File: src/rtl/vga_xor_gen_if.sv
// Signal bundle between the pattern generator and the board: button inputs in,
// sync/colour/enable out. master = generator side, slave = board side.
interface vga_xor_gen_if #(
    parameter int W = 6
);
    logic         but1;
    logic         but2;
    logic         but3;
    logic         hsync;
    logic         vsync;
    logic [W-1:0] rrggbb;
    logic         de;
    logic         frame_start;

    modport master (
        input  but1, but2, but3,
        output hsync, vsync, rrggbb, de, frame_start
    );

    modport slave (
        output but1, but2, but3,
        input  hsync, vsync, rrggbb, de, frame_start
    );
endinterface

File: src/rtl/vga_xor_gen.sv
// Parametrised VGA timing generator with debounced button control and a
// four-mode scrolling bit-pattern engine, all in the pixel-clock domain.
module vga_xor_gen #(
    parameter int H_ACTIVE   = 640,
    parameter int H_FP       = 24,
    parameter int H_SYNC     = 40,
    parameter int H_BP       = 128,
    parameter int V_ACTIVE   = 480,
    parameter int V_FP       = 9,
    parameter int V_SYNC     = 3,
    parameter int V_BP       = 28,
    parameter bit SYNC_POL   = 1'b0,
    parameter int CBITS      = 2,
    parameter int SHIFT      = 2,
    parameter int SPEED      = 1,
    parameter int DEB_CYCLES = 65536
) (
    input logic           clk,
    input logic           reset_n,
    vga_xor_gen_if.master vga
);
    localparam int H_TOTAL = H_ACTIVE + H_FP + H_SYNC + H_BP;
    localparam int V_TOTAL = V_ACTIVE + V_FP + V_SYNC + V_BP;
    localparam int W       = 3 * CBITS;
    localparam int HW      = $clog2(H_TOTAL + 1);
    localparam int VW      = $clog2(V_TOTAL + 1);
    localparam int CW      = $clog2(DEB_CYCLES + 1);
    localparam int PW      = (SHIFT + W > 10) ? SHIFT + W : 10;

    localparam logic [HW-1:0] H_LAST  = HW'(H_TOTAL - 1);
    localparam logic [HW-1:0] H_ACT   = HW'(H_ACTIVE);
    localparam logic [HW-1:0] H_SS    = HW'(H_ACTIVE + H_FP);
    localparam logic [HW-1:0] H_SE    = HW'(H_ACTIVE + H_FP + H_SYNC);
    localparam logic [VW-1:0] V_LAST  = VW'(V_TOTAL - 1);
    localparam logic [VW-1:0] V_ACT   = VW'(V_ACTIVE);
    localparam logic [VW-1:0] V_SS    = VW'(V_ACTIVE + V_FP);
    localparam logic [VW-1:0] V_SE    = VW'(V_ACTIVE + V_FP + V_SYNC);
    localparam logic [CW-1:0] DEB_END = CW'(DEB_CYCLES - 1);
    localparam logic [9:0]    STEP    = 10'(SPEED);

    typedef enum logic [1:0] {
        MODE_XOR = 2'd0,
        MODE_AND = 2'd1,
        MODE_OR  = 2'd2,
        MODE_CHK = 2'd3
    } mode_e;

    // ---------------- raster counters ----------------
    logic [HW-1:0] h_q, h_d;
    logic [VW-1:0] v_q, v_d;
    logic          wrap;

    // NOTE: every variable gets a default at the top of always_comb, so no path leaves it unassigned and no latch is inferred.
    always_comb begin
        wrap = (h_q == H_LAST) && (v_q == V_LAST);
        h_d  = (h_q == H_LAST) ? '0 : h_q + 1'b1;
        v_d  = v_q;
        if (h_q == H_LAST) begin
            v_d = (v_q == V_LAST) ? '0 : v_q + 1'b1;
        end
    end

    // ---------------- button conditioning ----------------
    logic [2:0]    btn_raw;
    logic [2:0]    sync1_q, sync2_q, deb_q, press_q;
    logic [CW-1:0] deb_cnt_q [3];

    assign btn_raw = {vga.but3, vga.but2, vga.but1};

    // NOTE: clocked blocks use only non-blocking (<=) so every register samples pre-edge values regardless of statement order.
    always_ff @(posedge clk or negedge reset_n) begin
        if (!reset_n) begin
            sync1_q <= '0;
            sync2_q <= '0;
            deb_q   <= '0;
            press_q <= '0;
            for (int i = 0; i < 3; i++) deb_cnt_q[i] <= '0;
        end else begin
            sync1_q <= btn_raw;
            sync2_q <= sync1_q;
            for (int i = 0; i < 3; i++) begin
                press_q[i] <= 1'b0;
                if (sync2_q[i] == deb_q[i]) begin
                    deb_cnt_q[i] <= '0;
                end else if (deb_cnt_q[i] == DEB_END) begin
                    // Stable long enough: accept the new level; only a rise is a press.
                    deb_cnt_q[i] <= '0;
                    deb_q[i]     <= sync2_q[i];
                    press_q[i]   <= sync2_q[i];
                end else begin
                    deb_cnt_q[i] <= deb_cnt_q[i] + 1'b1;
                end
            end
        end
    end

    // ---------------- frame-synchronous control ----------------
    // dir and pause are only ever consumed at the frame boundary, so the
    // pending copies double as the live state; mode feeds every pixel and
    // therefore has its own live register.
    mode_e      mode_q, mode_pend_q, mode_pend_d;
    logic       dir_pend_q, dir_pend_d;
    logic       pause_pend_q, pause_pend_d;
    logic [9:0] off_q, off_d;

    always_comb begin
        mode_pend_d  = mode_e'(mode_pend_q + {1'b0, press_q[0]});
        dir_pend_d   = dir_pend_q ^ press_q[1];
        pause_pend_d = pause_pend_q ^ press_q[2];
        off_d        = off_q;
        if (!pause_pend_d) begin
            off_d = dir_pend_d ? off_q - STEP : off_q + STEP;
        end
    end

    // ---------------- pattern ----------------
    logic [9:0]   x, y, p;
    logic         chk_bit;
    logic         active, hs_act, vs_act;
    logic [W-1:0] rgb_d;

    always_comb begin
        x       = 10'(h_q) + off_q;
        y       = 10'(v_q);
        chk_bit = |((x ^ y) & (10'(1) << (SHIFT + 3)));
        p       = '0;
        unique case (mode_q)
            MODE_XOR: p = x ^ y;
            MODE_AND: p = x & y;
            MODE_OR:  p = x | y;
            default:  p = {10{chk_bit}};
        endcase
        active = (h_q < H_ACT) && (v_q < V_ACT);
        hs_act = (h_q >= H_SS) && (h_q < H_SE);
        vs_act = (v_q >= V_SS) && (v_q < V_SE);
        rgb_d  = active ? W'(PW'(p) >> SHIFT) : '0;
    end

    // ---------------- state and registered outputs ----------------
    logic         hsync_q, vsync_q, de_q, fs_pend_q, frame_start_q;
    logic [W-1:0] rrggbb_q;

    always_ff @(posedge clk or negedge reset_n) begin
        if (!reset_n) begin
            h_q           <= '0;
            v_q           <= '0;
            mode_q        <= MODE_XOR;
            mode_pend_q   <= MODE_XOR;
            dir_pend_q    <= 1'b0;
            pause_pend_q  <= 1'b0;
            off_q         <= '0;
            hsync_q       <= ~SYNC_POL;
            vsync_q       <= ~SYNC_POL;
            de_q          <= 1'b0;
            rrggbb_q      <= '0;
            fs_pend_q     <= 1'b0;
            frame_start_q <= 1'b0;
        end else begin
            h_q          <= h_d;
            v_q          <= v_d;
            mode_pend_q  <= mode_pend_d;
            dir_pend_q   <= dir_pend_d;
            pause_pend_q <= pause_pend_d;
            if (wrap) begin
                mode_q <= mode_pend_d;
                off_q  <= off_d;
            end
            hsync_q       <= hs_act ? SYNC_POL : ~SYNC_POL;
            vsync_q       <= vs_act ? SYNC_POL : ~SYNC_POL;
            de_q          <= active;
            rrggbb_q      <= rgb_d;
            // fs_pend_q marks counters sitting at (0,0) after a wrap, not after reset.
            fs_pend_q     <= wrap;
            frame_start_q <= fs_pend_q;
        end
    end

    assign vga.hsync       = hsync_q;
    assign vga.vsync       = vsync_q;
    assign vga.de          = de_q;
    assign vga.rrggbb      = rrggbb_q;
    assign vga.frame_start = frame_start_q;
endmodule

File: src/flat_wrapper.sv
// flat-port wrapper written by rule: the top's interface ports become plain ports
module vga_xor_gen_flat 
#(
    parameter int H_ACTIVE   = 640,
    parameter int H_FP       = 24,
    parameter int H_SYNC     = 40,
    parameter int H_BP       = 128,
    parameter int V_ACTIVE   = 480,
    parameter int V_FP       = 9,
    parameter int V_SYNC     = 3,
    parameter int V_BP       = 28,
    parameter bit SYNC_POL   = 1'b0,
    parameter int CBITS      = 2,
    parameter int SHIFT      = 2,
    parameter int SPEED      = 1,
    parameter int DEB_CYCLES = 65536
)
  (clk, reset_n, vga_but1, vga_but2, vga_but3, vga_hsync, vga_vsync, vga_rrggbb, vga_de, vga_frame_start);
  vga_xor_gen_if #(.W(6)) vga_i ();
  input logic clk;
  input logic reset_n;
  input wire logic [$bits(vga_i.but1)-1:0] vga_but1;
  input wire logic [$bits(vga_i.but2)-1:0] vga_but2;
  input wire logic [$bits(vga_i.but3)-1:0] vga_but3;
  output wire logic [$bits(vga_i.hsync)-1:0] vga_hsync;
  output wire logic [$bits(vga_i.vsync)-1:0] vga_vsync;
  output wire logic [$bits(vga_i.rrggbb)-1:0] vga_rrggbb;
  output wire logic [$bits(vga_i.de)-1:0] vga_de;
  output wire logic [$bits(vga_i.frame_start)-1:0] vga_frame_start;
  assign vga_i.but1 = vga_but1;
  assign vga_i.but2 = vga_but2;
  assign vga_i.but3 = vga_but3;
  assign vga_hsync = vga_i.hsync;
  assign vga_vsync = vga_i.vsync;
  assign vga_rrggbb = vga_i.rrggbb;
  assign vga_de = vga_i.de;
  assign vga_frame_start = vga_i.frame_start;
  vga_xor_gen #(.H_ACTIVE(H_ACTIVE), .H_FP(H_FP), .H_SYNC(H_SYNC), .H_BP(H_BP), .V_ACTIVE(V_ACTIVE), .V_FP(V_FP), .V_SYNC(V_SYNC), .V_BP(V_BP), .SYNC_POL(SYNC_POL), .CBITS(CBITS), .SHIFT(SHIFT), .SPEED(SPEED), .DEB_CYCLES(DEB_CYCLES)) u_core (.clk(clk), .reset_n(reset_n), .vga(vga_i));
endmodule
File: config.mk
export PLATFORM = sky130hd
export DESIGN_NAME = vga_xor_gen_flat
export DESIGN_NICKNAME = d
export VERILOG_FILES = /design/src/rtl/vga_xor_gen_if.sv /design/src/rtl/vga_xor_gen.sv /design/src/flat_wrapper.sv
export SDC_FILE = /design/constraint.sdc
export NUM_CORES = 1
export LEC_CHECK = 0
export ABC_AREA = 1
export CAP_MARGIN = 20
export CORE_MARGIN = 5
export CORE_UTILIZATION = 50
export CTS_CLUSTER_DIAMETER = 50
export DETAILED_ROUTE_END_ITERATION = 16
export PLACE_DENSITY = 0.64
export SLEW_MARGIN = 25
export SYNTH_ARGS = -nofsm -noshare
export SYNTH_HDL_FRONTEND = slang
export SYNTH_SLANG_ARGS = --single-unit
File: constraint.sdc
create_clock -name clk -period 4.1 [get_ports clk]
set_input_delay 1.23 -clock clk [delete_from_list [all_inputs] [get_ports clk]]
set_output_delay 1.23 -clock clk [all_outputs]
set_load 0.01 [all_outputs]
Fig. 1: cell density map
The die is cut into 12 by 12 equal tiles; white is low, dark blue is high, 0 to 100% covered.
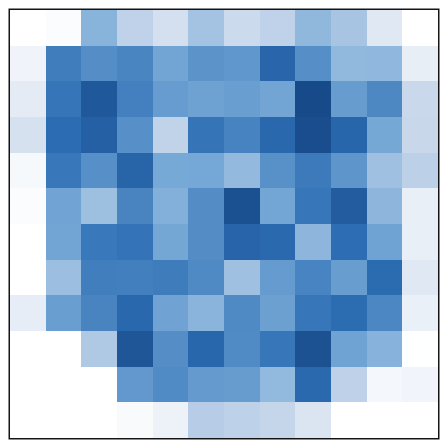
- mean over tiles: 45%
- emptiest ninth of the die: bottom left
- nearly empty tiles: 12%

Fig. 2: cell placement
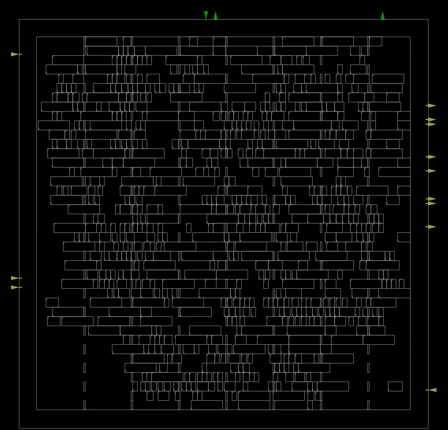
Core ar.: 11900 um2
final core occ: 55.7%
fin cells: 897
sequential cell area share: 40.9%
Tap Cells: 147

Fig. 3: the metal 1 layer
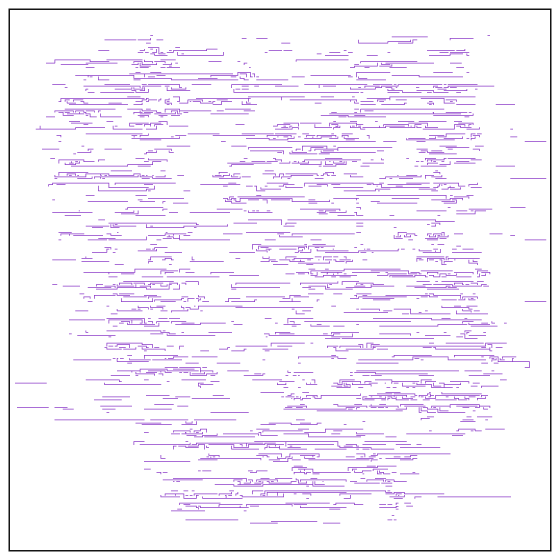
- share of all routed wire: 51%
- wire length on this layer: 5690 um
- longest straight run: 32.7 um
- main direction: horizontal

==> GITHUB_STEP_SUMMARY <==
## Implementation flow summary

| Metric | Value |
|---|---|
| Combinational power share | `under 10%` |
| Outcome | `finished clean` |
| Mapped Cells | `roughly 720` |
| Reg2reg start | `u_core.off_q[1]` |
| R2R setup slack | `about 1.8 ns` |
| Worst setup SP type | `register` |
| Placer Congestion | `roughly 0.9` |
| Critical path fanouts, max | `1` |
| Cell Pwr Density | `313 nW/um2` |
| Combinational share of cell area | `about 45%` |
| Filler cells | `1082` |
| Signal inverters | `around 78` |
| DR WL met3 | `382 um` |
| Int Power | `roughly 1.7 mW` |
| Fp_density | `50.4%` |
| Crit. path cell count | `1` |
| Comb. pwr | `approximately 49 uW` |
| Wire length of the first global-routing pass | `~20000 um` |
| Fmax | `382 MHz` |
| Cells resized by post-CTS repair | `0` |
| Syn Nets | `762` |
| Post-Syn Area | `about 6000 um2` |
| Min-delay worst type | `reg2reg` |
| Bufs on Longest Clock Path | `2` |
| Cts bufs inserted | `9` |
| P_clk | `939 uW` |
| Port buffer count | `14` |
| Nets | `784` |
| Top logic family | `simple AND/OR/NAND/NOR gates` |
Fig. 4: the metal 2 layer
Cells faint in the background.
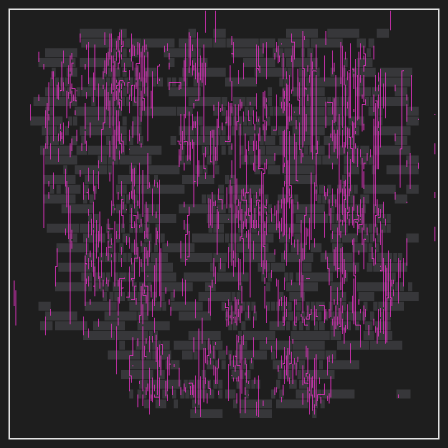
- share of all routed wire: 44%
- main direction: vertical
Routed WL: 11200 um
DR vias: 4517
met2 Use GR: 26.6%

Fig. 5: sequential cells coloured by netlist name
Other sequential cells in the stronger grey, the rest of the logic in the fainter grey.
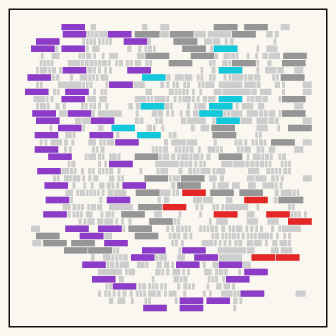
- `u_core.off_q`: red (placed flops 8)
- `u_core.v_q`: cyan (placed flops 10)
- `u_core.deb_cnt_q`: purple (placed flops 51)

Yosys cell counts (3+ instances only):
cell type / instances
xnor2_1: 14
a21oi_1: 7
xor2_1: 35
o21ai_2: 3
nand3_1: 50
inv_1: 72
nand3b_1: 4
nor3b_1: 5
nor2_2: 5
nor2_1: 118
clkbuf_1: 4
nand2_1: 177
dfrtp_1: 106
nand2_2: 6
nor3_2: 4
inv_2: 3
a31oi_1: 8
nor3_1: 10
nand3_2: 6
nand4_1: 14
o21ai_0: 11
ha_1: 32
o211ai_1: 8
through the flow:
| stage | setup WS (ns) | hold slack, ns | instances | power [mW] |
|---|---|---|---|---|
| floorplan | 2.04 | 0.331 | 724 | 1.12 |
| global placement | 1.80 | 0.333 | 882 | 1.15 |
| detailed placement | 1.82 | 0.336 | 882 | 1.15 |
| CTS | 1.47 | 0.352 | 897 | 2.09 |
| global route | 1.43 | 0.363 | 897 | 2.15 |
| finish | 1.48 | 0.350 | 897 | 2.07 |
sequential cells by signal, summed over array words and instances (netlist names):
signal and cells:
u_core.deb_cnt_q 51, u_core.deb_q 3, u_core.dir_pend_q 1, u_core.fs_pend_q 1, u_core.h_q 10, u_core.mode_pend_q 2
u_core.mode_q 2, u_core.off_q 8, u_core.pause_pend_q 1, u_core.press_q 3, u_core.sync1_q 3, u_core.sync2_q 3
u_core.v_q 10, u_core.vga.de 1, u_core.vga.frame_start 1, u_core.vga.hsync 1, u_core.vga.rrggbb 6, u_core.vga.vsync 1
cells by family (layout without fill, tap and decap cells):
group / count (synthesis) / after routing
xor+xnor: 49 / 49
compound gates: 42 / 42
buf+inv: 83 / 109
simple gates: 409 / 409
flops: 108 / 108
fa+ha+maj: 33 / 33
Power figures rest on the tool's default switching activity, not on a simulated workload.
